==> config.mk <==
export PLATFORM = sky130hd
export DESIGN_NAME = acc_divider
export DESIGN_NICKNAME = d
export VERILOG_FILES = /design/src/rtl/acc_divider.sv
export SDC_FILE = /design/constraint.sdc
export NUM_CORES = 1
export LEC_CHECK = 0
export CAP_MARGIN = 10
export CORE_UTILIZATION = 37
export CTS_BUF_LIST = sky130_fd_sc_hd__clkbuf_4
export DETAILED_ROUTE_END_ITERATION = 8
export PLACE_DENSITY_LB_ADDON = 0.15
export SYNTH_ARGS = -nofsm -noshare
export SYNTH_HDL_FRONTEND = slang
export SYNTH_SLANG_ARGS = --single-unit
==> constraint.sdc <==
create_clock -name clk_i -period 3.6 [get_ports clk_i]
set_input_delay 0.36 -clock clk_i [delete_from_list [all_inputs] [get_ports clk_i]]
set_output_delay 0.36 -clock clk_i [all_outputs]
set_load 0.01 [all_outputs]
==> src/rtl/acc_divider.sv <==
// -----------------------------------------------------------------------------
// acc_divider
//   Unsigned 32/16 restoring divider, intended for turning an accumulated sum
//   into a mean (dividend = accumulator, divisor = sample count). One quotient
//   bit is produced per clock, MSB first, so a normal division finishes 32
//   clocks after the start is accepted. A zero divisor finishes at once with
//   quotient = all ones and div_zero flagged.
//
// Ports
//   clk_i        : clock, all state changes on the rising edge
//   rst_ni       : asynchronous active-low reset
//   start_i      : request pulse, only looked at while idle
//   dividend_i   : 32-bit unsigned dividend, latched on accepted start
//   divisor_i    : 16-bit unsigned divisor, latched on accepted start
//   quotient_o   : registered quotient, held until the next result
//   remainder_o  : registered remainder (0 when the remainder is not built)
//   busy_o       : high while the iterations are running
//   done_o       : one-cycle pulse when results become valid
//   div_zero_o   : divide-by-zero flag, held until the next accepted start
//
// Build option
//   ACC_DIVIDER_REMAINDER_EN : when defined the true remainder is registered and
//   output; when undefined remainder_o is tied to 0 and its register removed.
// -----------------------------------------------------------------------------
module acc_divider (
    input  logic        clk_i,
    input  logic        rst_ni,
    input  logic        start_i,
    input  logic [31:0] dividend_i,
    input  logic [15:0] divisor_i,
    output logic [31:0] quotient_o,
    output logic [15:0] remainder_o,
    output logic        busy_o,
    output logic        done_o,
    output logic        div_zero_o
);

    typedef enum logic [1:0] {
        S_IDLE = 2'd0,
        S_RUN  = 2'd1,
        S_DONE = 2'd2
    } state_t;

    state_t      state_q, state_d;

    // shift_q starts out holding the dividend; each iteration moves its MSB
    // into the partial remainder and shifts the new quotient bit in at the
    // bottom, so after 32 iterations it holds the whole quotient.
    logic [31:0] shift_q;
    logic [15:0] divisor_q;
    logic [16:0] prem_q;
    logic [4:0]  cnt_q;
    logic [31:0] quotient_q;
    logic        div_zero_q;

    logic [16:0] trial;
    logic [16:0] diff;
    logic        qbit;
    logic [16:0] prem_next;
    logic        last_iter;

    // The partial remainder is always below the divisor after an iteration,
    // so its top bit never feeds the next shift.
    logic        unused_prem_msb;
    assign unused_prem_msb = prem_q[16];

    // One restoring step: bring down the next dividend bit, subtract if it fits.
    always_comb begin
        trial     = {prem_q[15:0], shift_q[31]};
        diff      = trial - {1'b0, divisor_q};
        qbit      = (trial >= {1'b0, divisor_q});
        prem_next = qbit ? diff : trial;
        last_iter = (cnt_q == 5'd31);
    end

    // ---------------- state register ----------------
    always_ff @(posedge clk_i or negedge rst_ni) begin
        if (!rst_ni) begin
            state_q <= S_IDLE;
        end else begin
            state_q <= state_d;
        end
    end

    // ---------------- next-state logic ----------------
    always_comb begin
        state_d = state_q;
        case (state_q)
            S_IDLE: begin
                if (start_i) begin
                    state_d = (divisor_i == 16'd0) ? S_DONE : S_RUN;
                end
            end
            S_RUN: begin
                if (last_iter) begin
                    state_d = S_DONE;
                end
            end
            S_DONE:  state_d = S_IDLE;
            default: state_d = S_IDLE;
        endcase
    end

    // ---------------- datapath ----------------
    always_ff @(posedge clk_i or negedge rst_ni) begin
        if (!rst_ni) begin
            shift_q    <= '0;
            divisor_q  <= '0;
            prem_q     <= '0;
            cnt_q      <= '0;
            quotient_q <= '0;
            div_zero_q <= 1'b0;
        end else begin
            case (state_q)
                S_IDLE: begin
                    if (start_i) begin
                        shift_q    <= dividend_i;
                        divisor_q  <= divisor_i;
                        prem_q     <= '0;
                        cnt_q      <= '0;
                        div_zero_q <= (divisor_i == 16'd0);
                        if (divisor_i == 16'd0) begin
                            quotient_q <= 32'hFFFF_FFFF;
                        end
                    end
                end
                S_RUN: begin
                    shift_q <= {shift_q[30:0], qbit};
                    prem_q  <= prem_next;
                    cnt_q   <= cnt_q + 5'd1;
                    if (last_iter) begin
                        quotient_q <= {shift_q[30:0], qbit};
                    end
                end
                default: begin
                end
            endcase
        end
    end

`ifdef ACC_DIVIDER_REMAINDER_EN
    logic [15:0] remainder_q;

    always_ff @(posedge clk_i or negedge rst_ni) begin
        if (!rst_ni) begin
            remainder_q <= '0;
        end else if (state_q == S_IDLE && start_i && divisor_i == 16'd0) begin
            remainder_q <= '0;
        end else if (state_q == S_RUN && last_iter) begin
            remainder_q <= prem_next[15:0];
        end
    end

    assign remainder_o = remainder_q;
`else
    assign remainder_o = 16'd0;
`endif

    // ---------------- outputs ----------------
    always_comb begin
        busy_o     = (state_q == S_RUN);
        done_o     = (state_q == S_DONE);
        quotient_o = quotient_q;
        div_zero_o = div_zero_q;
    end

endmodule

Cells colored by class:
Scale bar: 20 um.
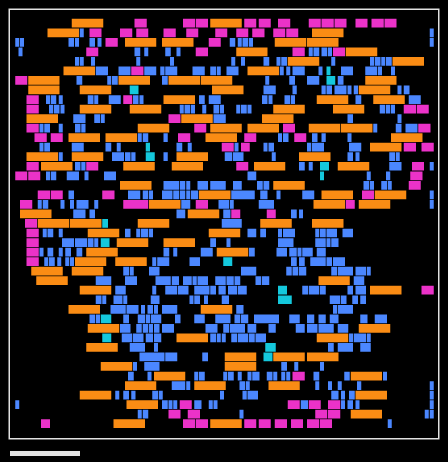
[clock drivers and dummy loads] cyan | cells: 16 | share of their area: 1.8%
[other buffers and delay cells] magenta | cells: 91 | share of their area: 15%
[all other logic] blue | cells: 434 | share of their area: 41%
[flip-flops] orange | cells: 104 | share of their area: 42%

Floorplan with the power grid:
Pins as bars on the die edge. Tap cells in gray.
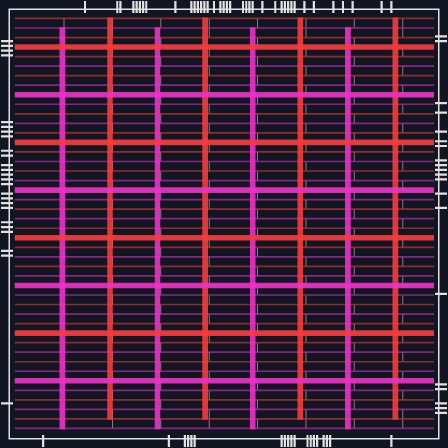
[VDD] red
[VSS] magenta
met4 straps: 8
met1 rails: 44
signal pins: 102

Clock distribution:
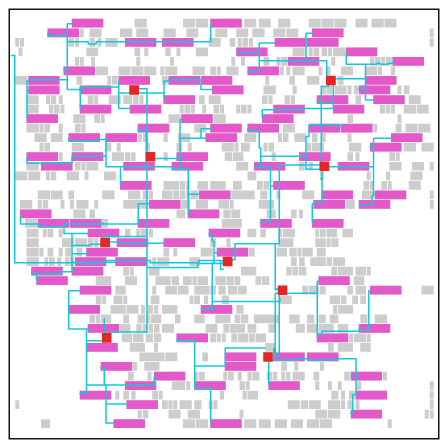
[cells driving clock nets] red | count: 9
[clock wires] cyan | length: 1,410 um
[flip-flops] magenta | count: 104
routed clock nets: 10
flops lie: spread over the die

==> out/qor.rpt <==
============================================================================
Post-synthesis instance area                                    0.00534 sq mm
Number of cell rows                                                       43
GRT Residual Overflow                                                      0
Logic depth of the worst path, buffers included                            8
Cell class contributing the biggest share of worst-path delay   AND-OR/OR-AND gates
Distinct lib cells                                                        57
Proportion of cell area occupied by multi-input gates                  38.7%
Max VDD drop                                                      0.000365 V
Outcome                                                         finished with violations
Starting density of the core                                           38.1%
Commonest Layout Cell                                                      dfrtp_1
Max Transition Viols Final                                                 0
Registers, synthesis                                                     104
Buffer levels on the longest clock path                                    2
Drc violations                                                             0
Worst Setup End Kind                                                    flop
Filler cell count in the final layout                                  1,385
Overall Power                                                      0.00639 W
Critical Path, Cell by Cell                                     ha_1 > a21o_1 > a211o_1 > a211o_1 > a211oi_4 > or2_4 > a2111oi_0 > or3_1
Part of the total power dissipated in combinational logic              58.2%
Clock tree cell share of total cell area                               1.76%
Most frequent cells in the layout                               dfrtp_1, clkdlybuf4s50_1, nor2_1
Number of max-capacitance violations reported                              0
Worst path buffer plus inverter count                                      0
Cts-stage hold buffer count                                                0
Sequential fraction of the synthesis area                              48.8%
Core box area                                                   0.0140 sq mm
Overall chip area                                               0.0149 sq mm
Capture point of the worst reg-to-reg path                        prem_q[11]
Number of iterations in the first detailed-routing pass                    4
Global-route wire length before repair                             20,800 um
Sequential cell count of the final layout                                104
Leakage power figure                                                 2.83 nW
Cells taking the most area after synthesis                      dfrtp_1, mux2i_1, nor2_1
DR WL/cell                                                           15.1 um
Cts bufs inserted                                                          9
Most common reg cell                                                 dfrtp_1
Mux frac, synth                                                        7.53%
Failing checks                                                   hold timing
Slew of the pin with the lowest slew margin                           924 ps
Critical path launch point type                                         flop
Final hold slack                                                    -1.12 ps
Count of mapped cells out of synthesis                                   570
Period minus WS final                                                2830 ps
HPWL after DPL                                                       8570 um
Footprint of the flip-flops and latches                         0.00260 sq mm
Layout overhead on the synthesized area                                20.2%
Width of the chip                                                     122 um
Number of non-clock inverters in the layout                               21
Clock-pin transition on the worst setup and hold timing paths         160 ps
Count of yosys warnings during synthesis                                   0
Placement Cell Area                                             0.00629 sq mm
Final Cell Area                                                 0.00641 sq mm
Share of post-route cells with drive strength above 1                  4.65%
Multi-input combinational cell area                             0.00248 sq mm
Summed negative setup slack over all endpoints                          0 ps
Power density over the cells                                     996 mW/mm^2
Fraction of the cycle the final worst path needs                       78.7%
Worst setup slack after layout                                        765 ps
CP required                                                          3980 ps
Number of global-route vias before repair                              4,115
Worst Setup Path Type                                                reg2reg
Launching point of the worst reg2reg path                         prem_q[13]
Hold Path Class                                                     in2async
Switching power share of the total                                     43.6%
Library cell appearing most often on the critical path               a211o_1
Sequential power share                                                 33.0%
Final Hold Violation Tally                                                 1
Worst-Skew Late Latency                                               480 ps
Num Clock Sinks                                                          104
Tool warnings                                                             26
============================================================================
Track usage over the die:
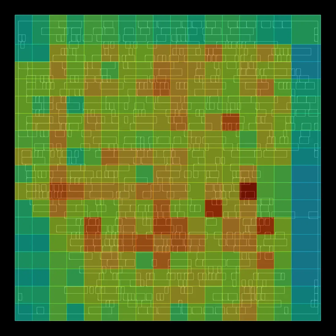
global-route usage over all layers: 18.1%
met2 global-route usage: 28.2%
final core utilization: 45.8%

Register map, names as in the netlist:
Other sequential cells in the stronger gray, the rest of the logic in the fainter gray.
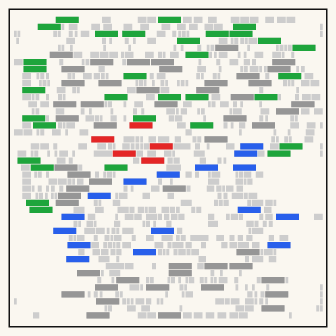
[`prem_q`] blue | sequential cells: 16
[`quotient_o`] green | sequential cells: 32
[`cnt_q`] red | sequential cells: 5 | where: center
not colored: 51

## per-layer routing
metal / wire [um] / up-vias / track usage [%]
li1: - / 2087 / -
met1: 6110 / 1934 / 24.6
met2: 5710 / 73 / 28.2
met3: 394 / 19 / 3.32
met4: 284 / 0 / 8.08
met5: 0 / - / 0
## sequential cells by signal, indices dropped and copies added (netlist names)
register	cells
quotient_o	32
shift_q	32
divisor_q	16
prem_q	16
cnt_q	5
state_q	2
div_zero_o	1
## Yosys cell counts (5+ instances only)
master	count
buf_1	6
clkbuf_1	23
a31oi_1	5
nand2b_1	5
a21oi_1	46
buf_4	16
dfrtp_1	104
o21ai_0	38
nor2_1	70
o21ai_1	26
nand3_1	6
inv_1	20
xnor2_1	6
nand2_1	68
nor3_1	5
ha_1	18
mux2i_1	39
a21o_1	5
Power and IR drop assume default switching activity.
